[src/rtl/pipe_control_if.sv]
// Stage-status and stage-control bundle between the pipeline datapath (master) and pipe_control (slave).
// Also carries the FSM state, halt status and performance counters back to the pipeline side.
interface pipe_control_if;
   logic [3:0]  D_icode;
   logic [3:0]  d_srcA;
   logic [3:0]  d_srcB;
   logic [3:0]  E_icode;
   logic [3:0]  E_dstM;
   logic        e_Cnd;
   logic [3:0]  M_icode;
   logic [3:0]  m_stat;
   logic [3:0]  W_icode;
   logic [3:0]  W_stat;

   logic        F_stall;
   logic        D_stall;
   logic        D_bubble;
   logic        E_bubble;
   logic        M_bubble;
   logic        W_stall;

   logic [1:0]  state;
   logic        halted;
   logic [3:0]  halt_code;
   logic [31:0] cycle_cnt;
   logic [31:0] retire_cnt;
   logic [15:0] stall_cnt;
   logic [15:0] mispred_cnt;

   modport master (
      output D_icode, d_srcA, d_srcB, E_icode, E_dstM, e_Cnd,
             M_icode, m_stat, W_icode, W_stat,
      input  F_stall, D_stall, D_bubble, E_bubble, M_bubble, W_stall,
             state, halted, halt_code, cycle_cnt, retire_cnt, stall_cnt, mispred_cnt
   );

   modport slave (
      input  D_icode, d_srcA, d_srcB, E_icode, E_dstM, e_Cnd,
             M_icode, m_stat, W_icode, W_stat,
      output F_stall, D_stall, D_bubble, E_bubble, M_bubble, W_stall,
             state, halted, halt_code, cycle_cnt, retire_cnt, stall_cnt, mispred_cnt
   );
endinterface

[src/rtl/pipe_control.sv]
// Pipeline hazard control: combinational stall/bubble decode, exception drain/halt FSM, saturating perf counters.
// Stage controls are zero latency; state, halt_code and counters update on the rising clk edge.
module pipe_control (
   input  logic          clk,
   input  logic          rst,
   pipe_control_if.slave pif
);
   localparam logic [3:0] S_AOK    = 4'h1;
   localparam logic [3:0] S_HLT    = 4'h2;
   localparam logic [3:0] S_ADR    = 4'h3;
   localparam logic [3:0] S_INS    = 4'h4;
   localparam logic [3:0] I_NOP    = 4'h1;
   localparam logic [3:0] I_MRMOVQ = 4'h5;
   localparam logic [3:0] I_JXX    = 4'h7;
   localparam logic [3:0] I_RET    = 4'h9;
   localparam logic [3:0] I_POPQ   = 4'hB;
   localparam logic [3:0] R_NONE   = 4'hF;

   typedef enum logic [1:0] {
      RUN    = 2'd0,
      DRAIN  = 2'd1,
      HALTED = 2'd2,
      RSVD   = 2'd3
   } state_t;

   state_t      state_q;
   state_t      state_d;
   logic [3:0]  halt_code_q;
   logic [31:0] cycle_q;
   logic [31:0] retire_q;
   logic [15:0] stall_q;
   logic [15:0] mispred_q;

   logic load_use;
   logic ret_pend;
   logic mispred;
   logic m_exc;
   logic w_exc;
   logic active;

   assign load_use = ((pif.E_icode == I_MRMOVQ) || (pif.E_icode == I_POPQ)) &&
                     (pif.E_dstM != R_NONE) &&
                     ((pif.E_dstM == pif.d_srcA) || (pif.E_dstM == pif.d_srcB));
   assign ret_pend = (pif.D_icode == I_RET) || (pif.E_icode == I_RET) || (pif.M_icode == I_RET);
   assign mispred  = (pif.E_icode == I_JXX) && !pif.e_Cnd;
   assign m_exc    = (pif.m_stat == S_HLT) || (pif.m_stat == S_ADR) || (pif.m_stat == S_INS);
   assign w_exc    = (pif.W_stat == S_HLT) || (pif.W_stat == S_ADR) || (pif.W_stat == S_INS);

   // The unreachable encoding 2'd3 shares bit 1 with HALTED, so it behaves as HALTED everywhere.
   assign active = !state_q[1];

   always_ff @(posedge clk or posedge rst) begin
      if (rst) begin
         state_q     <= RUN;
         halt_code_q <= S_AOK;
      end else begin
         state_q <= state_d;
         if (active && w_exc) begin
            halt_code_q <= pif.W_stat;
         end
      end
   end

   always_comb begin
      state_d      = state_q;
      pif.F_stall  = 1'b0;
      pif.D_stall  = 1'b0;
      pif.D_bubble = 1'b0;
      pif.E_bubble = 1'b0;
      pif.M_bubble = 1'b0;
      pif.W_stall  = 1'b0;
      case (state_q)
         RUN, DRAIN: begin
            if (w_exc) begin
               state_d = HALTED;
            end else if (m_exc) begin
               state_d = DRAIN;
            end
            pif.F_stall  = load_use | ret_pend;
            pif.D_stall  = load_use;
            pif.D_bubble = mispred | (ret_pend & !load_use);
            pif.E_bubble = mispred | load_use;
            pif.M_bubble = m_exc | w_exc;
            pif.W_stall  = w_exc;
            // While draining, nothing new enters and nothing reaches memory.
            if (state_q == DRAIN) begin
               pif.F_stall  = 1'b1;
               pif.D_stall  = 1'b1;
               pif.M_bubble = 1'b1;
            end
         end
         default: begin
            state_d      = HALTED;
            pif.F_stall  = 1'b1;
            pif.D_stall  = 1'b1;
            pif.M_bubble = 1'b1;
            pif.W_stall  = 1'b1;
         end
      endcase
      // Reset loads bubbles into the downstream stage registers.
      if (rst) begin
         pif.F_stall  = 1'b0;
         pif.D_stall  = 1'b0;
         pif.W_stall  = 1'b0;
         pif.D_bubble = 1'b1;
         pif.E_bubble = 1'b1;
         pif.M_bubble = 1'b1;
      end
   end

   always_ff @(posedge clk or posedge rst) begin
      if (rst) begin
         cycle_q   <= '0;
         retire_q  <= '0;
         stall_q   <= '0;
         mispred_q <= '0;
      end else begin
         if (active && (cycle_q != '1)) begin
            cycle_q <= cycle_q + 32'd1;
         end
         if (active && (pif.W_icode != I_NOP) && (pif.W_stat == S_AOK) && (retire_q != '1)) begin
            retire_q <= retire_q + 32'd1;
         end
         if ((state_q == RUN) && load_use && (stall_q != '1)) begin
            stall_q <= stall_q + 16'd1;
         end
         if (active && mispred && (mispred_q != '1)) begin
            mispred_q <= mispred_q + 16'd1;
         end
      end
   end

   assign pif.state       = state_q;
   assign pif.halted      = state_q[1];
   assign pif.halt_code   = halt_code_q;
   assign pif.cycle_cnt   = cycle_q;
   assign pif.retire_cnt  = retire_q;
   assign pif.stall_cnt   = stall_q;
   assign pif.mispred_cnt = mispred_q;
endmodule

[src/flat_wrapper.sv]
// flat-port wrapper written by rule: the top's interface ports become plain ports
module pipe_control_flat 
  (clk, rst, pif_D_icode, pif_d_srcA, pif_d_srcB, pif_E_icode, pif_E_dstM, pif_e_Cnd, pif_M_icode, pif_m_stat, pif_W_icode, pif_W_stat, pif_F_stall, pif_D_stall, pif_D_bubble, pif_E_bubble, pif_M_bubble, pif_W_stall, pif_state, pif_halted, pif_halt_code, pif_cycle_cnt, pif_retire_cnt, pif_stall_cnt, pif_mispred_cnt);
  pipe_control_if pif_i ();
  input  logic clk;
  input  logic rst;
  input wire logic [$bits(pif_i.D_icode)-1:0] pif_D_icode;
  input wire logic [$bits(pif_i.d_srcA)-1:0] pif_d_srcA;
  input wire logic [$bits(pif_i.d_srcB)-1:0] pif_d_srcB;
  input wire logic [$bits(pif_i.E_icode)-1:0] pif_E_icode;
  input wire logic [$bits(pif_i.E_dstM)-1:0] pif_E_dstM;
  input wire logic [$bits(pif_i.e_Cnd)-1:0] pif_e_Cnd;
  input wire logic [$bits(pif_i.M_icode)-1:0] pif_M_icode;
  input wire logic [$bits(pif_i.m_stat)-1:0] pif_m_stat;
  input wire logic [$bits(pif_i.W_icode)-1:0] pif_W_icode;
  input wire logic [$bits(pif_i.W_stat)-1:0] pif_W_stat;
  output wire logic [$bits(pif_i.F_stall)-1:0] pif_F_stall;
  output wire logic [$bits(pif_i.D_stall)-1:0] pif_D_stall;
  output wire logic [$bits(pif_i.D_bubble)-1:0] pif_D_bubble;
  output wire logic [$bits(pif_i.E_bubble)-1:0] pif_E_bubble;
  output wire logic [$bits(pif_i.M_bubble)-1:0] pif_M_bubble;
  output wire logic [$bits(pif_i.W_stall)-1:0] pif_W_stall;
  output wire logic [$bits(pif_i.state)-1:0] pif_state;
  output wire logic [$bits(pif_i.halted)-1:0] pif_halted;
  output wire logic [$bits(pif_i.halt_code)-1:0] pif_halt_code;
  output wire logic [$bits(pif_i.cycle_cnt)-1:0] pif_cycle_cnt;
  output wire logic [$bits(pif_i.retire_cnt)-1:0] pif_retire_cnt;
  output wire logic [$bits(pif_i.stall_cnt)-1:0] pif_stall_cnt;
  output wire logic [$bits(pif_i.mispred_cnt)-1:0] pif_mispred_cnt;
  assign pif_i.D_icode = pif_D_icode;
  assign pif_i.d_srcA = pif_d_srcA;
  assign pif_i.d_srcB = pif_d_srcB;
  assign pif_i.E_icode = pif_E_icode;
  assign pif_i.E_dstM = pif_E_dstM;
  assign pif_i.e_Cnd = pif_e_Cnd;
  assign pif_i.M_icode = pif_M_icode;
  assign pif_i.m_stat = pif_m_stat;
  assign pif_i.W_icode = pif_W_icode;
  assign pif_i.W_stat = pif_W_stat;
  assign pif_F_stall = pif_i.F_stall;
  assign pif_D_stall = pif_i.D_stall;
  assign pif_D_bubble = pif_i.D_bubble;
  assign pif_E_bubble = pif_i.E_bubble;
  assign pif_M_bubble = pif_i.M_bubble;
  assign pif_W_stall = pif_i.W_stall;
  assign pif_state = pif_i.state;
  assign pif_halted = pif_i.halted;
  assign pif_halt_code = pif_i.halt_code;
  assign pif_cycle_cnt = pif_i.cycle_cnt;
  assign pif_retire_cnt = pif_i.retire_cnt;
  assign pif_stall_cnt = pif_i.stall_cnt;
  assign pif_mispred_cnt = pif_i.mispred_cnt;
  pipe_control u_core (.clk(clk), .rst(rst), .pif(pif_i));
endmodule
[config.mk]
export PLATFORM = sky130hd
export DESIGN_NAME = pipe_control_flat
export DESIGN_NICKNAME = d
export VERILOG_FILES = /design/src/rtl/pipe_control_if.sv /design/src/rtl/pipe_control.sv /design/src/flat_wrapper.sv
export SDC_FILE = /design/constraint.sdc
export NUM_CORES = 1
export LEC_CHECK = 0
export CAP_MARGIN = 25
export CORE_MARGIN = 2
export CORE_UTILIZATION = 30
export CTS_BUF_LIST = sky130_fd_sc_hd__clkbuf_16
export DETAILED_ROUTE_END_ITERATION = 16
export GPL_TIMING_DRIVEN = 0
export SLEW_MARGIN = 15
export SYNTH_ARGS = -nofsm -noshare
export SYNTH_HDL_FRONTEND = slang
export SYNTH_SLANG_ARGS = --single-unit
[constraint.sdc]
create_clock -name clk -period 3.5 [get_ports clk]
set_clock_uncertainty 0.2 [all_clocks]
set_input_delay 0.7 -clock clk [delete_from_list [all_inputs] [get_ports clk]]
set_output_delay 0.7 -clock clk [all_outputs]
set_load 0.1 [all_outputs]
run_1/congestion_map.png
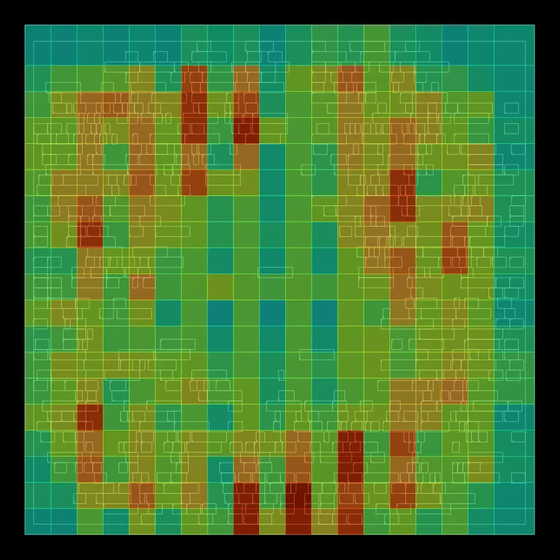
GR met2 Demand/Resource: 24.0%
average wire per standard cell: 15.1 um
utilization after layout: 43.5%

run_1/layers.png
(3 px per um)
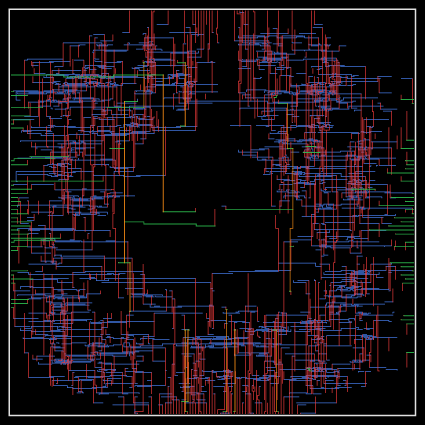
M4: in orange, wire length 355 um. M3: in green, wire length 532 um. M1: in blue, wire length 5990 um. M2: in red, wire length 6290 um.

==> flow_metrics.rpt, run 1 <==
RUN METRICS
----------------------------------------------------
[Routing]
  Number of design rule violations left after detail routing ........................ 0
  DRC violation total after the first TritonRoute iteration ........................ around 150
  Via total after detailed routing ........................ roughly 4300
  Highest layer used for signal routing ........................ met4
  Detailed-routed wire length on met3 ........................ around 530 um
  Length of routed met2 wiring ........................ 6.29 mm
  Sum of routed wire segments on met1 ........................ 5.99 mm
  Post-detailed-route count of antenna-violating nets ........................ 0

[Die]
  Die height ........................ approximately 130 um
  Floorplan Utilization ........................ a little under a third
  Ports placed on the boundary ........................ around 150
  Row cnt ........................ between 40 and 50
  X dimension of the die ........................ approximately 130 um

[Logic synthesis]
  Flop and latch count out of synthesis ........................ between 100 and 150
  Most numerous cell in the Yosys netlist ........................ sky130_fd_sc_hd__dfrtp_1
  Nets at Floorplan ........................ ~530
  Area of the synthesized netlist per yosys stat ........................ just over 5000 um^2
  Main flop type ........................ sky130_fd_sc_hd__dfrtp_1
  Synth cell types ........................ between 40 and 50
  Post-synth tally of flip-flops with integrated enable ........................ 0

[Clocking]
  Sinks on Clock Net ........................ between 100 and 150
  CTS buffer count ........................ 9
  Clk Latency, worst-skew pair ........................ 350 ps
  Clk slew on worst S/H paths ........................ 60 ps
  Count of hold-fix buffers inserted at cts ........................ 0

[Critical path]
  Highest net fanout along the worst path ........................ 4
  Series of cell instances along the critical path ........................ clkdlybuf4s50_1 -> and3b_1 -> o211ai_1 -> a21oi_1 -> o31ai_2 -> clkbuf_4
  Family with the most delay on the worst path ........................ buffers and inverters
  Crit end category ........................ primary output
  Buffers and inverters on the worst path ........................ 2

[Cells and area]
  Final non-filler cell area ........................ 7240 um^2
  Layout Nets ........................ just under 700
  Inserted Diodes ........................ 0
  Ratio of cells with drive above 1 in the final layout ........................ between 8 and 9%
  Post-route non-filler standard cell count ........................ a little under 900

[Final timing]
  Number of failing setup endpoints in the final timing report ........................ 0
  Number of endpoints with negative hold slack in the final report ........................ 0
  Setup repair after global routing missed its margin ........................ false
  Final min period ........................ around 3400 ps

[Power]
  Peak VDD IR ........................ a little under 400 uV
  Total power per unit cell area ........................ approximately 380 nW/um^2

[Global route]
  Largest net degree at the start of global routing ........................ 36
  Global routing usage summed across all routing layers ........................ between 10% and 20%
  Global-route wire length before repair ........................ approximately 22 mm
  Antenna violations before repair ........................ 0

[Flow run]
  Tool warnings ........................ 27

[Placed design]
  PortBufs ........................ around 150

[Run status]
  Outcome ........................ finished clean

----------------------------------------------------
run_1/m4.png
(3 px per um) Cells faint in the background.
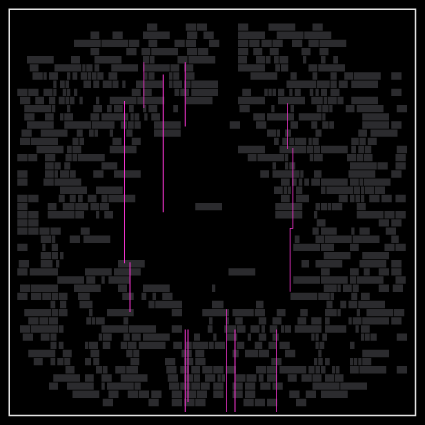
9 nets have wire on it. The layer holds 2.7% of the routed length.

run 1: worst reg2reg max path: stages, from the launching register on:
cell                        delay [ps]
sky130_fd_sc_hd__dfrtp_1           430
sky130_fd_sc_hd__buf_2             240
sky130_fd_sc_hd__nor2_1            170
sky130_fd_sc_hd__nand4_1           300
sky130_fd_sc_hd__a2111oi_0         810
sky130_fd_sc_hd__buf_2             360
sky130_fd_sc_hd__nand3_1           140
sky130_fd_sc_hd__xnor2_1           140
run 1: repair_timing:
item | 4_1_cts | 5_1_grt
endpoints found under the setup margin | 6 | 4
setup buffers | 1 | 0
resized | 27 | 4
gates cloned | 0 | 0
run 1: through the flow:
step | setup TNS [ps] | worst slack (ps) | hold WS [ps]
detailed placement | -3770 | -729 | 277
CTS | 0 | 50.2 | 290
global route | 0 | 14.7 | 322
finish | 0 | 110 | 286
floorplan | -820 | -795 | 611
global placement | -5130 | -2310 | 271
run 1: sequential cells by signal, indices dropped and copies added, names as in the netlist:
signal,cells
u_core.pif.cycle_cnt,32
u_core.pif.retire_cnt,32
u_core.pif.mispred_cnt,16
u_core.pif.stall_cnt,16
u_core.pif.halt_code,4
u_core.pif.state,2
run 1: where the power goes:
group          switching [uW]  internal, uW
registers                51.1          1220
logic                     407           157
clock network             443           478
total                     901          1850
run 1: path summary, 6_finish.rpt:
check	from	to	slack [ps]	cells past startpoint
max	pif_E_icode[2]	pif_D_bubble	110	6
min	u_core.pif.halt_code[2]	u_core.pif.halt_code[2]	290	2
max reg2reg	u_core.pif.state[1]	u_core.pif.retire_cnt[17]	620	7
min reg2reg	u_core.pif.halt_code[2]	u_core.pif.halt_code[2]	290	2
max in group asynchronous	rst	u_core.pif.cycle_cnt[18]	1910	4
min in group asynchronous	rst	u_core.pif.state[0]	720	3
run 1: logic make-up after synthesis:
kind of cell	after synthesis	share of synthesized area, %
compound gates	18	3.04
xor+xnor	95	16.2
fa+ha+maj	4	0.974
buf+inv	18	1.44
flops	102	49.7
mux	11	2.41
simple gates	236	26.3
run 1: metal layers:
metal | vias up | track usage [%]
met2 | 103 | 24.0
met3 | 28 | 2.82
met4 | 0 | 6.61
met1 | 2106 | 19.3
li1 | 2070 | -
met5 | - | 0
run 1: cell type report:
class	instances	area [um^2]	share of cell area (%)
buffer	7	32.5	0.450
clock buffer	9	225	3.11
clock inverter	7	41.3	0.571
inverter	11	45.0	0.622
multi-input combinational	364	2530	35.0
sequential	102	2550	35.3
tap	220	275	3.80
timing repair buffer	151	1530	21.2
run 1: cells in the final DEF, fill, tap and decap left out, drive strengths merged, types with 4 or more instances in the layout:
| cell type | n |
|---|---|
| xnor2 | 67 |
| dfrtp | 101 |
| xor2 | 28 |
| clkdlybuf4s50 | 141 |
| and3 | 17 |
| buf | 8 |
| clkbuf | 16 |
| nor2 | 33 |
| nor4 | 10 |
| nand4 | 40 |
| nor3 | 17 |
| nand3 | 28 |
| and4 | 14 |
| mux2 | 8 |
| inv | 12 |
| or3 | 4 |
| and2 | 7 |
| ha | 4 |
| nor3b | 4 |
| a21oi | 6 |
| a2111oi | 4 |
| nand2 | 45 |
==> inputs of run 2 (changes only) <==
CORE_MARGIN = 8   (was 2)
run_2/congestion_map.png
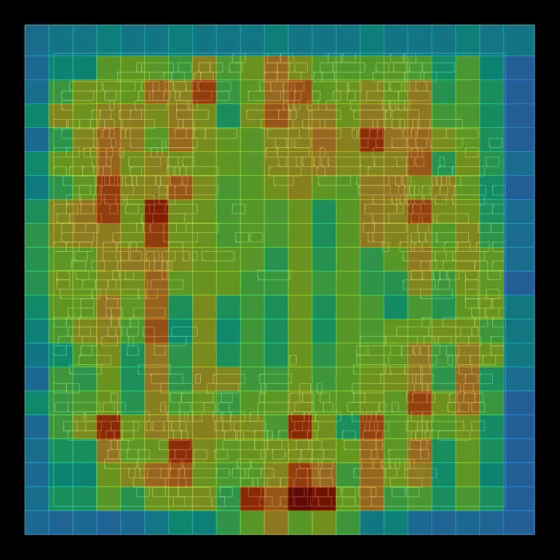
utilization after layout: 42.8%
most crowded layer after global routing: met2
met1 track utilization from global routing: 16.6%

run_2/m4.png
(2 px per um) Cells faint in the background.
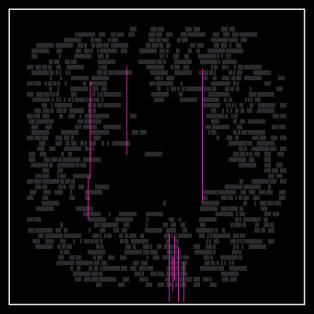
The wires run mostly vertical. 7 nets have wire on it. The longest straight run is 66.6 um.

==> flow_metrics.rpt, run 2 <==
RUN METRICS
----------------------------------------------------
[Routing]
  Number of design rule violations left after detail routing ........................ 0 (unchanged)
  Post-detailed-route count of antenna-violating nets ........................ 0 (unchanged)
  DRC violation total after the first TritonRoute iteration ........................ 143 (-4.7%)

[Placed design]
  Worst slack at placement ........................ -740 ps (-11.2 ps)
  PortBufs ........................ 147 (unchanged)

[Global route]
  Global-route wire length before repair ........................ 23.6 mm (+8.3%)
  Antenna violations before repair ........................ 0 (unchanged)
  Largest net degree at the start of global routing ........................ 37 (+2.8%)

[Power]
  Peak VDD IR ........................ 276 uV (-30%)
  Internal power ........................ 1930 uW (+4.3%)
  Fraction of power consumed by sequential logic ........................ 44.5% (-1.6 points)
  Clock group share of total power ........................ 35.5% (+2.1 points)
  Comb pwr share ........................ 19.9% (-0.6 points)
  Switching share of total power ........................ 32.3% (-0.40 points)
  Switching power total ........................ 923 uW (+2.4%)
  Total power per unit cell area ........................ 393 nW/um^2 (+3.2%)

[Run status]
  Outcome ........................ finished clean

[Final timing]
  Setup repair after global routing missed its margin ........................ false
  Number of endpoints with negative hold slack in the final report ........................ 0 (unchanged)
  Final min period ........................ 3410 ps (+20.2 ps)
  Final worst-path setup slack ........................ 89.5 ps (-20.2 ps)
  Number of failing setup endpoints in the final timing report ........................ 0 (unchanged)

[Critical path]
  Series of cell instances along the critical path ........................ clkdlybuf4s50_1 -> and3b_1 -> o211ai_1 -> a21oi_1 -> o31ai_2 -> clkbuf_4
  Buffers and inverters on the worst path ........................ 2 (unchanged)
  Worst reg2reg setup slack ........................ 600 ps (-20 ps)
  Family with the most delay on the worst path ........................ buffers and inverters
  Crit end category ........................ primary output

[Logic synthesis]
  Flop and latch count out of synthesis ........................ 102 (unchanged)
  Nets at Floorplan ........................ 527 (unchanged)
  Main flop type ........................ sky130_fd_sc_hd__dfrtp_1
  Synth cell types ........................ 47 (unchanged)
  Post-synth tally of flip-flops with integrated enable ........................ 0 (unchanged)

[Worst hold path]
  Hold path cells ........................ 1 (-1)

[Die]
  X dimension of the die ........................ 147 um (+8.9%)
  Ports placed on the boundary ........................ 148 (unchanged)
  Floorplan Utilization ........................ 30.2% (-0.64 points)

[Clocking]
  Count of hold-fix buffers inserted at cts ........................ 0 (unchanged)
  Clk Latency, worst-skew pair ........................ 340 ps (about the same)
  Sinks on Clock Net ........................ 102 (unchanged)

[Cells and area]
  Ratio of cells with drive above 1 in the final layout ........................ 8.14% (unchanged)
  Inserted Diodes ........................ 0 (unchanged)
  Most frequent cells in the layout ........................ sky130_fd_sc_hd__clkdlybuf4s50_1 (141), sky130_fd_sc_hd__dfrtp_1 (101), sky130_fd_sc_hd__xnor2_1 (67), sky130_fd_sc_hd__nand2_1 (45), sky130_fd_sc_hd__nand4_1 (39)

----------------------------------------------------
==> run 2: cell counts after synthesis <==
No cell type changed its count.
==> run 2: layer usage <==
layer  up-vias  wire (um)  global-route usage [%]
met5         -          0                       0
met4         0        299                    5.20
met3        21        826                    3.69
met2       106       6880                    21.7
met1      2120       6300                    16.6
li1       2061          -                       -
==> run 2: cells by family after synthesis <==
kind of cell | after synthesis | share of synthesized area [%]
and+or+nand+nor | 236 | 26.3
buffers and inverters | 18 | 1.44
DFF | 102 | 49.7
adders and majority gates | 4 | 0.974
xor gates and xnor gates | 95 | 16.2
muxes | 11 | 2.41
AOI/OAI and AO/OA | 18 | 3.04
==> run 2: repair_timing <==
action | in CTS | in global routing
setup buffers | 1 | 0
setup endpoints to repair | 6 | 3
gates cloned | 0 | 0
hold endpoints to repair | 0 | 0
resized | 29 | 3
==> run 2: layout make-up <==
| type | count | area (um^2) |
|---|---|---|
| buffer | 7 | 32.5 |
| clock buffer | 9 | 225 |
| sequential | 102 | 2550 |
| inverter | 11 | 45.0 |
| fill | 1609 | 9720 |
| clock inverter | 7 | 71.3 |
| tap | 225 | 282 |
| multi-input combinational | 364 | 2530 |
| timing repair buffer | 151 | 1530 |
==> run 2: per-stage QoR <==
step                TNS, ps  hold WS, ps  utilization [%]  std cells
finish                    0          292             42.8        876
global route              0          321             42.8        876
CTS                       0          293             42.7        876
detailed placement    -3850          273             41.0        859
global placement      -5420          271             40.7        856
floorplan              -820          611                -        484
==> run 2: worst reg2reg max path: stages, from the launching register on <==
cell and delay (ps):
sky130_fd_sc_hd__dfrtp_1 440, sky130_fd_sc_hd__buf_2 260, sky130_fd_sc_hd__nor2_1 180, sky130_fd_sc_hd__nand4_1 260, sky130_fd_sc_hd__a2111oi_0 800, sky130_fd_sc_hd__buf_2 350, sky130_fd_sc_hd__nand4b_1 160, sky130_fd_sc_hd__xnor2_1 150
==> run 2: power by group through the flow <==
stage	sequential (uW)	combinational, uW	clock (uW)
final	1270	569	1010
after global routing	1280	595	1100
after CTS	1270	575	1060
after detailed placement	1300	576	0
after global placement	1290	560	0
after floorplan	1570	110	0
==> run 2: how the worst max path moves through the flow <==
stage	startpoint	to	slack (ps)	depth (start not counted)
after floorplan	rst	pif_M_bubble	-790	2
after global placement	rst	pif_M_bubble	-2370	4
after detailed placement	pif_E_icode[2]	pif_F_stall	-740	7
after CTS	pif_E_icode[2]	pif_D_bubble	5	6
after global routing	pif_E_icode[2]	pif_D_bubble	10	6
final	pif_E_icode[2]	pif_D_bubble	90	6
Power figures rest on the tool's default switching activity, not on a simulated workload.
